Figure 1. I/O nets highlighted (run 1).
Bar = 20 µm.
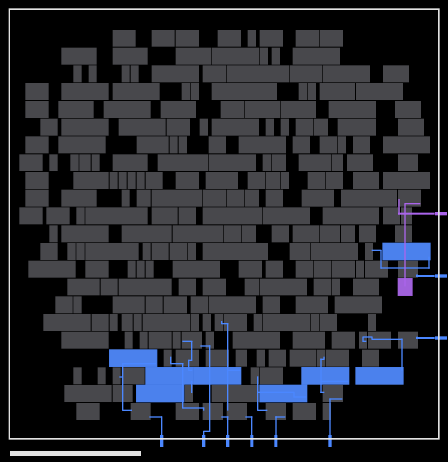
Figure 2. Placement by cell class (run 1).
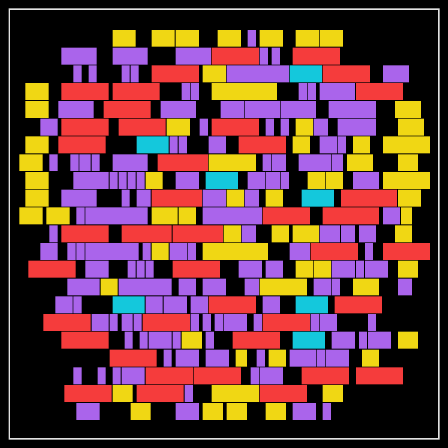
Figure 3. Placement density heat map (run 1).
Bar = 20 µm. The die is cut into 7 by 7 equal tiles; black is low, pale yellow is high, 0 to 100% covered.
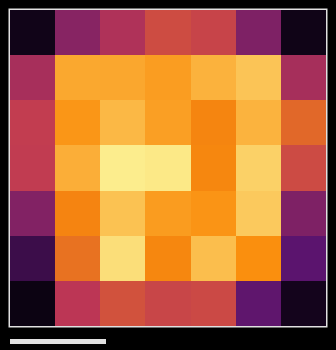
Figure 4. Routing congestion (run 1).
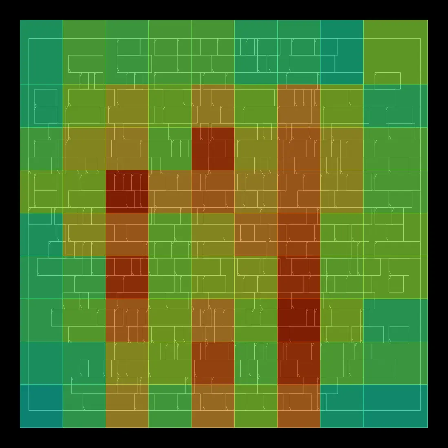
**config.mk**
```make
export PLATFORM = sky130hd
export DESIGN_NAME = serial_addsub_unit
export DESIGN_NICKNAME = d
export VERILOG_FILES = /design/src/rtl/serial_addsub_unit_pkg.sv /design/src/rtl/serial_addsub_unit_fa_fs_cell.sv /design/src/rtl/serial_addsub_unit.sv
export SDC_FILE = /design/constraint.sdc
export NUM_CORES = 1
export LEC_CHECK = 0
export CAP_MARGIN = 20
export CORE_MARGIN = 1
export CORE_UTILIZATION = 45
export DETAILED_ROUTE_END_ITERATION = 10
export PLACE_DENSITY = 0.73
export SLEW_MARGIN = 20
export SYNTH_ARGS = -nofsm -noshare
export SYNTH_HDL_FRONTEND = slang
export SYNTH_HIERARCHICAL = 1
export SYNTH_SLANG_ARGS = --single-unit
```
**constraint.sdc**
```tcl
create_clock -name clk -period 1.2 [get_ports clk]
set_input_delay 0.24 -clock clk [delete_from_list [all_inputs] [get_ports clk]]
set_output_delay 0.24 -clock clk [all_outputs]
set_load 0.01 [all_outputs]
```
**src/rtl/serial_addsub_unit_pkg.sv**
```systemverilog
// Shared definitions for the bit-serial add/subtract unit:
// FSM state encoding and mode constants.
package serial_addsub_unit_pkg;

    typedef enum logic [1:0] {
        StIdle  = 2'd0,
        StShift = 2'd1,
        StDone  = 2'd2
    } state_e;

    localparam logic ModeAdd = 1'b0;
    localparam logic ModeSub = 1'b1;

endpackage

```
**src/rtl/serial_addsub_unit_fa_fs_cell.sv**
```systemverilog
// Single-bit full adder / full subtractor cell, purely combinational.
// In subtract mode cin/cout carry the borrow.
module fa_fs_cell
    import serial_addsub_unit_pkg::*;
(
    input  logic a,
    input  logic b,
    input  logic cin,
    input  logic sub,
    output logic d,
    output logic cout
);

    logic a_xor_b;

    always_comb begin
        a_xor_b = a ^ b;
        d       = a_xor_b ^ cin;
        if (sub == ModeSub) begin
            cout = (~a & b) | (~a_xor_b & cin);
        end else begin
            cout = (a & b) | (cin & a_xor_b);
        end
    end

endmodule

```
**src/rtl/serial_addsub_unit.sv**
```systemverilog
// Bit-serial adder/subtractor: one bit per clock, LSB first, through a single
// fa_fs_cell with a carry/borrow flop, framed by valid/ready handshakes.
module serial_addsub_unit
    import serial_addsub_unit_pkg::*;
#(
    parameter int unsigned WIDTH = 8
) (
    input  logic             clk,
    input  logic             rst_n,
    input  logic             in_valid,
    output logic             in_ready,
    input  logic [WIDTH-1:0] a,
    input  logic [WIDTH-1:0] b,
    input  logic             sub,
    output logic             out_valid,
    input  logic             out_ready,
    output logic [WIDTH-1:0] result,
    output logic             flag
);

    localparam int unsigned CntW = $clog2(WIDTH + 1);
    localparam logic [CntW-1:0] LastCnt = CntW'(WIDTH - 1);

    state_e           state_q, state_d;
    logic [WIDTH-1:0] a_q, a_d;
    logic [WIDTH-1:0] b_q, b_d;
    logic [WIDTH-1:0] acc_q, acc_d;
    logic [WIDTH-1:0] result_q, result_d;
    logic [CntW-1:0]  cnt_q, cnt_d;
    logic             sub_q, sub_d;
    logic             c_q, c_d;
    logic             flag_q, flag_d;
    logic             cell_d, cell_cout;

    fa_fs_cell u_cell (
        .a    (a_q[0]),
        .b    (b_q[0]),
        .cin  (c_q),
        .sub  (sub_q),
        .d    (cell_d),
        .cout (cell_cout)
    );

    always_comb begin
        state_d  = state_q;
        a_d      = a_q;
        b_d      = b_q;
        acc_d    = acc_q;
        result_d = result_q;
        cnt_d    = cnt_q;
        sub_d    = sub_q;
        c_d      = c_q;
        flag_d   = flag_q;
        unique case (state_q)
            StIdle: begin
                if (in_valid) begin
                    a_d     = a;
                    b_d     = b;
                    sub_d   = sub;
                    c_d     = 1'b0;
                    cnt_d   = '0;
                    acc_d   = '0;
                    state_d = StShift;
                end
            end
            StShift: begin
                a_d              = a_q >> 1;
                b_d              = b_q >> 1;
                acc_d            = acc_q >> 1;
                acc_d[WIDTH-1]   = cell_d;
                c_d              = cell_cout;
                cnt_d            = cnt_q + CntW'(1);
                // The result register only changes on completion so it holds
                // the previous answer while a new operation is in flight.
                if (cnt_q == LastCnt) begin
                    result_d = acc_d;
                    flag_d   = cell_cout;
                    state_d  = StDone;
                end
            end
            StDone: begin
                if (out_ready) begin
                    state_d = StIdle;
                end
            end
            default: state_d = StIdle;
        endcase
    end

    always_ff @(posedge clk) begin
        if (!rst_n) begin
            state_q  <= StIdle;
            a_q      <= '0;
            b_q      <= '0;
            acc_q    <= '0;
            result_q <= '0;
            cnt_q    <= '0;
            sub_q    <= 1'b0;
            c_q      <= 1'b0;
            flag_q   <= 1'b0;
        end else begin
            state_q  <= state_d;
            a_q      <= a_d;
            b_q      <= b_d;
            acc_q    <= acc_d;
            result_q <= result_d;
            cnt_q    <= cnt_d;
            sub_q    <= sub_d;
            c_q      <= c_d;
            flag_q   <= flag_d;
        end
    end

    assign in_ready  = (state_q == StIdle);
    assign out_valid = (state_q == StDone);
    assign result    = result_q;
    assign flag      = flag_q;

endmodule

```
==> results.cfg, run 1 <==
; implementation run metrics
[cts]
cts_hold_buf = 0
clockRootBuffer = clkbuf_8
cts.clk_slew.worst_paths_ns = 0.07
cts_buffers = 5
cts_max_level = 2
clockBufferDepth = 2
cts_tree = yes
clkLatencyLatePin_ns = 0.30
clock_sinks = 40

[worst_hold_path]
min_path_cells = 2
hold_start = rst_n
min_to = cnt_q[2]
hp-class = input port to register

[cells_and_area]
area.growth.synth_to_final_pct = 45.87
mostFrequentLayoutCells = 34 x dfxtp_1, 32 x nand2_1, 27 x nor2_1
insertedDiodeCount = 0
lay_top_count = dfxtp_1
drive_above_1_share_pct = 33.06
stdcell_count = 293
fin_nets = 269
fillers = 290

[global_routing]
grt_max_degree = 33
grt_pass1_wl_um = 6492
antenna_found_initial = 0
grt_overflow_total = 0
grt_pass1_vias = 1451

[outcome]
violations = setup timing
status = finished, violations left

[route]
drt.antenna.violating_nets = 0
vias = 1492
via_per_inst = 5.092
drcViolationCount = 0
first_iter_violations = 72
wl_um = 3917
drt_pass1_iterations = 4

[floorplan]
core_area_um2 = 3771
die_h_um = 65.54
fp_util_pct = 48.18
pin_count = 32
chipArea_um2 = 4295
die_x_um = 65.54

[timing]
setup_violations = 37
max_slew_margin_pct = 88.10
tightest_slew_ns = 0.1750
max_freq_mhz = 757.7
drv_slew = 0
period_needed_ns = 1.320
hold_viol = 0
clock_skew_ns = 0.005196
min_period_over_period_pct = 110.0
grt_setup_unrepaired = true
setup_ws_ns = -0.1197

[critical_path]
critPathKind = register to register
startpoint = state_q[1]
critPathCaptureType = register
critPathTopFamily = simple AND/OR/NAND/NOR gates
r2r_end = a_q[3]
cp.required_ns = 1.38
cp_max_fo = 6
worstPathCellList = or3b_4, buf_16, o221ai_2, nor2_1
crit_cells = 4
crit_slowest_cell = or3b_4
slowest_delay_ns = 0.48
r2r_cells = 4
crit-reg2reg-launch = state_q[1]
r2r_setup_slack_ns = -0.12
cp-endpoint = a_q[3]
critPathArrivalTime_ns = 1.50
path_buffers = 1
crit_path_start_kind = register

[synth]
async_flop_share_pct = 0
numSynthFlops = 40
area_leaders = dfxtp_1 44%, o221ai_2 11%, mux2i_1 6.6%
syn-instance-count = 191
ys_cells = 191
avgSynthCellArea_um2 = 9.512
ys_types = 31
synthFlopType = dfxtp_1
post-synth-top-count-cell = dfxtp_1
top_area_cell = dfxtp_1
top_area_share_pct = 44.08
netlist_area_um2 = 1817
seq_area_frac_synth_pct = 44.08
yosys-stat-area_um2 = 1817
synthTopCellsByCount = 40 x dfxtp_1, 32 x nand2_1, 28 x nor2_1
yosysWarnings = 6
synth-edff-count = 0
fp_nets = 215

[job]
maxCapViolCount = 0
warnings = 30

[placement]
pre_cts_slack_ns = -0.4183
gp_congestion = 0.7274
place_area_um2 = 2318
dp.final_hpwl_um = 2456
dp_cells = 280
io_buffers = 31

[pwr]
design_power_total_mw = 2.933
clkPwrFrac_pct = 32.7
p_sw_uw = 740.9
cellLeakagePower_nw = 1.018
p_comb_share_pct = 18.1
ir_drop_mv = 0.6313
switching_share_pct = 25.26
p_per_area_nw_per_um2 = 1107
seq_power_share_pct = 49.3
internal_power_mw = 2.192
About Figure 1:
| colour | port | bits | direction | edge | end cells | buffers | wire |
|---|---|---|---|---|---|---|---|
| purple | out_ready | 1 | input | right | 1 | 1 | 22.4 µm |
| blue | result | 8 | output | 6 bottom, 2 right | 8 | 8 | 148 µm |

About Figure 2:
| colour | class | cells | share of their area |
|---|---|---|---|
| red | sequential cells | 40 | 31% |
| yellow | remaining buffers and delay cells | 61 | 25% |
| purple | combinational and other logic | 137 | 40% |
| cyan | clock drivers and dummy loads | 7 | 3.7% |
Final Util: 70.27%
sequential cell area share: 30.69%
row cnt: 22
fin area: 2650 µm²

About Figure 3:
tiles over 75% full: 41%
fullest tile: 96%
mean over tiles: 60%
densest ninth of the die: middle

About Figure 4:
GR Layer Usage met1: 25.35%
GRT Util Overall: 20.27%
met3 usage: 4.167%
WL/cell: 13.37 µm

[run 1: power groups by stage]
| stage | Clock, mW | Sequential (mW) | Combinational [mW] |
|---|---|---|---|
| 2_1_floorplan | 0 | 1.46 | 0.261 |
| 3_3_place_gp | 0 | 1.47 | 0.416 |
| 3_5_place_dp | 0 | 1.47 | 0.423 |
| 4_1_cts | 0.982 | 1.44 | 0.498 |
| 5_1_grt | 1.04 | 1.45 | 0.575 |
| 6_report | 0.959 | 1.44 | 0.529 |
[run 1: stage by stage]
step	setup TNS [ns]	hold slack [ns]
after global routing	-3.585	0.2600
after CTS	-3.165	0.2486
final	-2.098	0.2596
after floorplan	-2.398	0.3748
after global placement	-11.08	0.4425
after detailed placement	-11.56	0.4525
[run 1: logic make-up (layout without fill, tap and decap cells)]
group	after synthesis	in the layout	synth area share, %
compound gates	32	32	18.60
fa+ha+maj	3	3	2.893
buf+inv	17	71	6.336
flops	40	40	44.08
mux	12	12	6.612
simple gates	87	87	21.49
[run 1: final cells by class]
class / count / area [µm²] / share of cell area (%)
Multi-Input combinational cell: 134 / 1033 / 39.00
Inverter: 3 / 11.26 / 0.4249
Clock buffer: 7 / 96.34 / 3.636
Tap cell: 48 / 60.06 / 2.266
Sequential cell: 40 / 813.3 / 30.69
Timing Repair Buffer: 61 / 635.6 / 23.98
[run 1: layer usage]
metal,part of all wire (%),vias to the layer above,global-route usage (%)
met5,0,-,0
met1,45,699,25.35
met3,3.2,7,4.167
li1,-,762,-
met4,2.0,0,9.783
met2,50,24,32.99
[run 1: what timing repair did]
item | CTS | global route
endpoints found under the setup margin | 49 | 40
resized | 38 | 25
setup buffers | 2 | 2
pin swaps | 4 | 8
gates cloned | 2 | 0
--- run 2 (diff from run 1) ---
CAP_MARGIN = 40   (was 20)
==> run 2 against run 1 <==
Core utilization unchanged; non-clock buffer count unchanged; hold slack did not move; cell area unchanged; the run still ends with setup timing left; highest routed layer unchanged; synthesized area is the same.
==> results.cfg, run 2 <==
; implementation run metrics
[floorplan]
chipArea_um2 = 4295
core_area_um2 = 3771
die_x_um = 65.54
row_count = 22
die_h_um = 65.54
pin_count = 32

[global_routing]
antenna_found_initial = 0
grt_pass1_wl_um = 6492
grt_max_degree = 33
groute.usage.overall_pct = 20.27
met2_usage_pct = 32.99
met1_usage_pct = 25.35
grt_use_met3_pct = 4.167
grt_pass1_vias = 1451

[worst_hold_path]
hp-class = input port to register
min_to = cnt_q[2]
min_path_cells = 2

[timing]
fin_hold_ws_ns = 0.2596
tightest_slew_ns = 0.1750
period_needed_ns = 1.320
clock_skew_ns = 0.005196
setup_violations = 37
setup_ws_ns = -0.1197
hold_viol = 0
max_slew_margin_pct = 88.10
grt_setup_unrepaired = true
drv_slew = 0
min_period_over_period_pct = 110.0

[cts]
clockBufferDepth = 2
cts_max_level = 2
clock_sinks = 40
clockRootBuffer = clkbuf_8
clkLatencyLatePin_ns = 0.30
cts_hold_buf = 0

[critical_path]
crit_path_start_kind = register
crit-reg2reg-launch = state_q[1]
cp.required_ns = 1.38
critPathTopFamily = simple AND/OR/NAND/NOR gates
r2r_end = a_q[3]
worstPathCellList = or3b_4, buf_16, o221ai_2, nor2_1
cp_max_fo = 6
slowest_delay_ns = 0.48
critPathCaptureType = register
r2r_cells = 4
crit_slowest_cell = or3b_4
r2r_setup_slack_ns = -0.12

[route]
wl_per_cell_um = 13.37
routed-wl-met3_um = 125
first_iter_violations = 72
dr.max_layer_used = met4
drt.antenna.violating_nets = 0
wl_um = 3917
via_per_inst = 5.092
drcViolationCount = 0
vias = 1492
met2WireLength_um = 1966

[synth]
synthTopCellsByCount = 40 x dfxtp_1, 32 x nand2_1, 28 x nor2_1
ys_types = 31
synth-edff-count = 0
avgSynthCellArea_um2 = 9.512
area_leaders = dfxtp_1 44%, o221ai_2 11%, mux2i_1 6.6%
top_area_share_pct = 44.08
synthFlopType = dfxtp_1
post-synth-top-count-cell = dfxtp_1
yosysWarnings = 6
top_area_cell = dfxtp_1
seq_area_frac_synth_pct = 44.08
netlist_area_um2 = 1817
numSynthFlops = 40

[cells_and_area]
fillers = 290
mostFrequentLayoutCells = 34 x dfxtp_1, 32 x nand2_1, 27 x nor2_1
area.growth.synth_to_final_pct = 45.87
stdcell_area_um2 = 2650
drive_above_1_share_pct = 33.06
lay_top_count = dfxtp_1
fin_nets = 269

[placement]
dp.final_hpwl_um = 2456
pre_cts_slack_ns = -0.4183
place_area_um2 = 2318
gp_congestion = 0.7274

[outcome]
status = finished, violations left
violations = setup timing

[pwr]
design_power_total_mw = 2.933
cellLeakagePower_nw = 1.018
p_per_area_nw_per_um2 = 1107

[job]
warnings = 30
[run 2: worst register-to-register path, cell delays in order, from the launching register on]
cell	delay (ns)
dfxtp_4	0.35
or3b_4	0.48
buf_16	0.18
o221ai_2	0.13
nor2_1	0.07
[run 2: how the worst max path moves through the flow]
stage	from	endpoint	cells past startpoint	slack (ns)
after floorplan	state_q[0]	a_q[0]	6	-0.13
after global placement	in_valid	a_q[0]	5	-0.40
after detailed placement	in_valid	b_q[2]	5	-0.42
after CTS	state_q[0]	b_q[1]	4	-0.17
after global routing	state_q[1]	a_q[3]	4	-0.15
final	state_q[1]	a_q[3]	4	-0.12
[run 2: repair_timing]
| action | CTS | global route |
|---|---|---|
| resized | 38 | 25 |
| gates cloned | 2 | 0 |
| setup buffers | 2 | 2 |
| pin swaps | 4 | 8 |
| endpoints found under the setup margin | 49 | 40 |
[run 2: report_power, final]
part           internal [mW]  leakage (nW)  total (mW)  switching [mW]
sequential              1.39         0.330        1.44          0.0538
combinational          0.290         0.638       0.529           0.240
clock                  0.512        0.0503       0.959           0.447
total                   2.19          1.02        2.93           0.741
[run 2: logic make-up (layout without fill, tap and decap cells)]
kind of cell / after synthesis / after routing / synth area share (%)
buf+inv: 17 / 71 / 6.336
compound gates: 32 / 32 / 18.60
mux: 12 / 12 / 6.612
simple gates: 87 / 87 / 21.49
fa+ha+maj: 3 / 3 / 2.893
flops: 40 / 40 / 44.08
[run 2: area by class of cell]
type,count,area (µm²),share of cell area (%)
Timing Repair Buffer,61,635.6,23.98
Tap cell,48,60.06,2.266
Multi-Input combinational cell,134,1033,39.00
Clock buffer,7,96.34,3.636
Inverter,3,11.26,0.4249
Sequential cell,40,813.3,30.69
Figure 5. Placement density heat map (run 2).
Bar = 20 µm. The die is cut into 7 by 7 equal tiles; black is low, pale yellow is high, 0 to 100% covered.
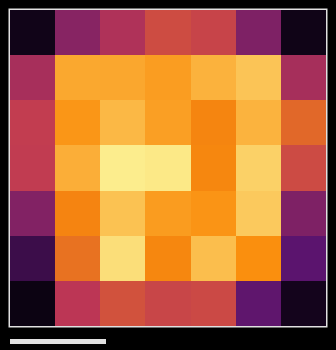
mean over tiles: 60%
fullest tile: 96%
densest ninth of the die: middle
tiles over 75% full: 41%

Figure 6. Power grid (run 2).
Bar = 20 µm. Pins as bars on the die edge.
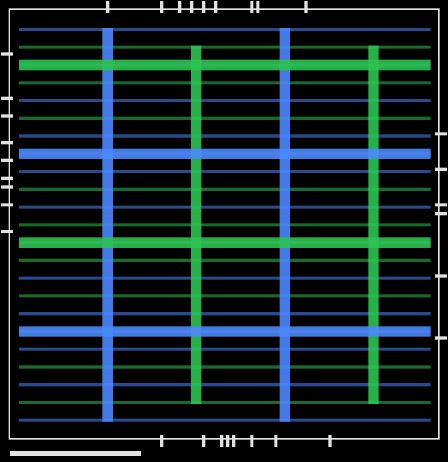
| colour | net |
|---|---|
| blue | VSS |
| green | VDD |
rows: 22
met5 straps: 4
signal pins: 32
met4 straps: 4
met1 rails: 23

--- run 3 (diff from run 2) ---
CAP_MARGIN = 5   (was 40)
==> run 3 against run 2 <==
The flow still finishes with violations (setup timing); critical path type unchanged; cell count unchanged; synthesized area unchanged; core utilization is the same; flip-flop count unchanged; sequential share of layout area unchanged; first-iteration DRC count stayed put; largest cell class unchanged; highest routed layer unchanged; register-to-register slack barely moved.
==> results.cfg, run 3 <==
; implementation run metrics
[cells_and_area]
mostFrequentLayoutCells = 34 x dfxtp_1, 32 x nand2_1, 27 x nor2_1
area.growth.synth_to_final_pct = 45.87
post-route-util_pct = 70.27
lay_top_count = dfxtp_1
fin_nets = 269
fillers = 290
insertedDiodeCount = 0
drive_above_1_share_pct = 33.06
stdcell_area_um2 = 2650
stdcell_count = 293

[synth]
ys_types = 31
async_flop_share_pct = 0
seq_area_frac_synth_pct = 44.08
synthTopCellsByCount = 40 x dfxtp_1, 32 x nand2_1, 28 x nor2_1
ys_cells = 191
syn-instance-count = 191
numSynthFlops = 40
netlist_area_um2 = 1817
synth-edff-count = 0
synthFlopType = dfxtp_1
yosysWarnings = 6
area_leaders = dfxtp_1 44%, o221ai_2 11%, mux2i_1 6.6%
top_area_cell = dfxtp_1
yosys-stat-area_um2 = 1817
top_area_share_pct = 44.08
fp_nets = 215
avgSynthCellArea_um2 = 9.512
post-synth-top-count-cell = dfxtp_1

[cts]
cts_buffers = 5
clockBufferDepth = 2
clock_sinks = 40
cts_max_level = 2
clockRootBuffer = clkbuf_8
cts_tree = yes
clkLatencyLatePin_ns = 0.30
cts_hold_buf = 0
cts.clk_slew.worst_paths_ns = 0.07

[placement]
pre_cts_slack_ns = -0.4183
dp.final_hpwl_um = 2456
dp_cells = 280
place_area_um2 = 2318
gp_congestion = 0.7274

[critical_path]
r2r_end = a_q[3]
crit-reg2reg-launch = state_q[1]
slowest_delay_ns = 0.48
critPathCaptureType = register
startpoint = state_q[1]
crit_slowest_cell = or3b_4
crit_cells = 4
cp_max_fo = 6
path_buffers = 1
critPathKind = register to register
worstPathCellList = or3b_4, buf_16, o221ai_2, nor2_1
r2r_setup_slack_ns = -0.12
crit_path_start_kind = register
critPathArrivalTime_ns = 1.50
r2r_cells = 4
cp.required_ns = 1.38
critPathTopFamily = simple AND/OR/NAND/NOR gates

[timing]
period_needed_ns = 1.320
tightest_slew_ns = 0.1750
setup_ws_ns = -0.1197
max_freq_mhz = 757.7
hold_viol = 0
setup_violations = 37
clock_skew_ns = 0.005196
drv_slew = 0
max_slew_margin_pct = 88.10
grt_setup_unrepaired = true
fin_hold_ws_ns = 0.2596
finalSetupTns_ns = -2.098
min_period_over_period_pct = 110.0

[global_routing]
grt_overflow_total = 0
antenna_found_initial = 0
grt_max_degree = 33
groute.usage.overall_pct = 20.27
grt_pass1_wl_um = 6492
grt_pass1_vias = 1451

[worst_hold_path]
hp-class = input port to register
min_to = cnt_q[2]
hold_start = rst_n
min_path_cells = 2

[pwr]
seq_power_share_pct = 49.3
switching_share_pct = 25.26
p_sw_uw = 740.9
cellLeakagePower_nw = 1.018
clkPwrFrac_pct = 32.7
internal_power_mw = 2.192
p_comb_share_pct = 18.1
design_power_total_mw = 2.933
ir_drop_mv = 0.6313
p_per_area_nw_per_um2 = 1107

[floorplan]
die_x_um = 65.54
chipArea_um2 = 4295
fp_util_pct = 48.18
row_count = 22
die_h_um = 65.54

[job]
maxCapViolCount = 0
warnings = 30

[route]
vias = 1492
via_per_inst = 5.092
first_iter_violations = 72
wl_um = 3917
wl_per_cell_um = 13.37
drcViolationCount = 0
drt.antenna.violating_nets = 0
drt_pass1_iterations = 4

[outcome]
violations = setup timing
status = finished, violations left
## run 3: cell counts after synthesis
Identical to the previous run, type by type.
## run 3: logic make-up after synthesis
family | after synthesis | share of synthesized area (%)
simple gates | 87 | 21.49
flops | 40 | 44.08
compound gates | 32 | 18.60
buf+inv | 17 | 6.336
mux | 12 | 6.612
fa+ha+maj | 3 | 2.893
## run 3: worst max-delay path by stage
stage | to
floorplan | a_q[0]
global placement | a_q[0]
detailed placement | b_q[2]
CTS | b_q[1]
global route | a_q[3]
finish | a_q[3]
## run 3: layer usage
layer	GRT usage (%)	up-vias	wire length (µm)
li1	-	762	-
met1	25.35	699	1746
met2	32.99	24	1966
met3	4.167	7	125
met4	9.783	0	78
met5	0	-	0
## run 3: cell type report
type                            count  area [µm²]  share of cell area, %
Clock buffer                        7       96.34                  3.636
Multi-Input combinational cell    134        1033                  39.00
Timing Repair Buffer               61       635.6                  23.98
Tap cell                           48       60.06                  2.266
Sequential cell                    40       813.3                  30.69
Inverter                            3       11.26                 0.4249
## run 3: power by group through the flow
| stage | clock [mW] | combinational [mW] | sequential (mW) |
|---|---|---|---|
| floorplan | 0 | 0.261 | 1.46 |
| global placement | 0 | 0.416 | 1.47 |
| detailed placement | 0 | 0.423 | 1.47 |
| CTS | 0.982 | 0.498 | 1.44 |
| global route | 1.04 | 0.575 | 1.45 |
| finish | 0.959 | 0.529 | 1.44 |
## run 3: repair_timing
| action | in CTS | in global routing |
|---|---|---|
| gates cloned | 2 | 0 |
| pin swaps | 4 | 8 |
| gates resized | 38 | 25 |
| setup endpoints to repair | 49 | 40 |
| buffers inserted | 2 | 2 |
## run 3: worst reg2reg max path, cell delays in order (launching register included)
cell	delay, ns
dfxtp_4	0.35
or3b_4	0.48
buf_16	0.18
o221ai_2	0.13
nor2_1	0.07
Figure 7. Placement by cell class (run 3).
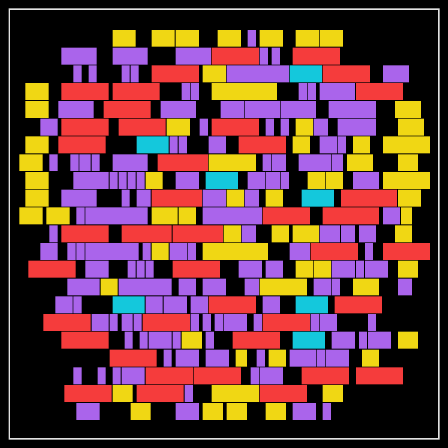
| colour | class | cells | share of their area |
|---|---|---|---|
| red | sequential cells | 40 | 31% |
| yellow | remaining buffers and delay cells | 61 | 25% |
| purple | combinational and other logic | 137 | 40% |
| cyan | clock drivers and dummy loads | 7 | 3.7% |
core area: 3771 µm²

Figure 8. I/O nets highlighted (run 3).
Bar = 20 µm.
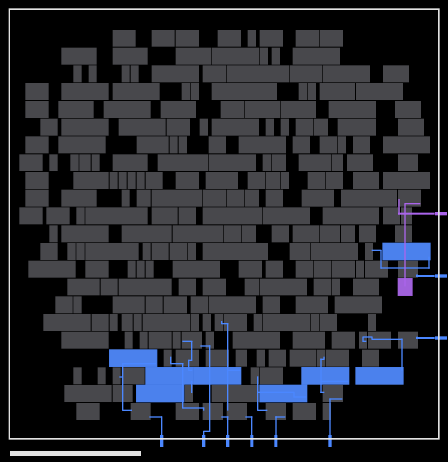
Top Ports: 32
number of I/O port buffers: 31

Power figures rest on the tool's default switching activity, not on a simulated workload.
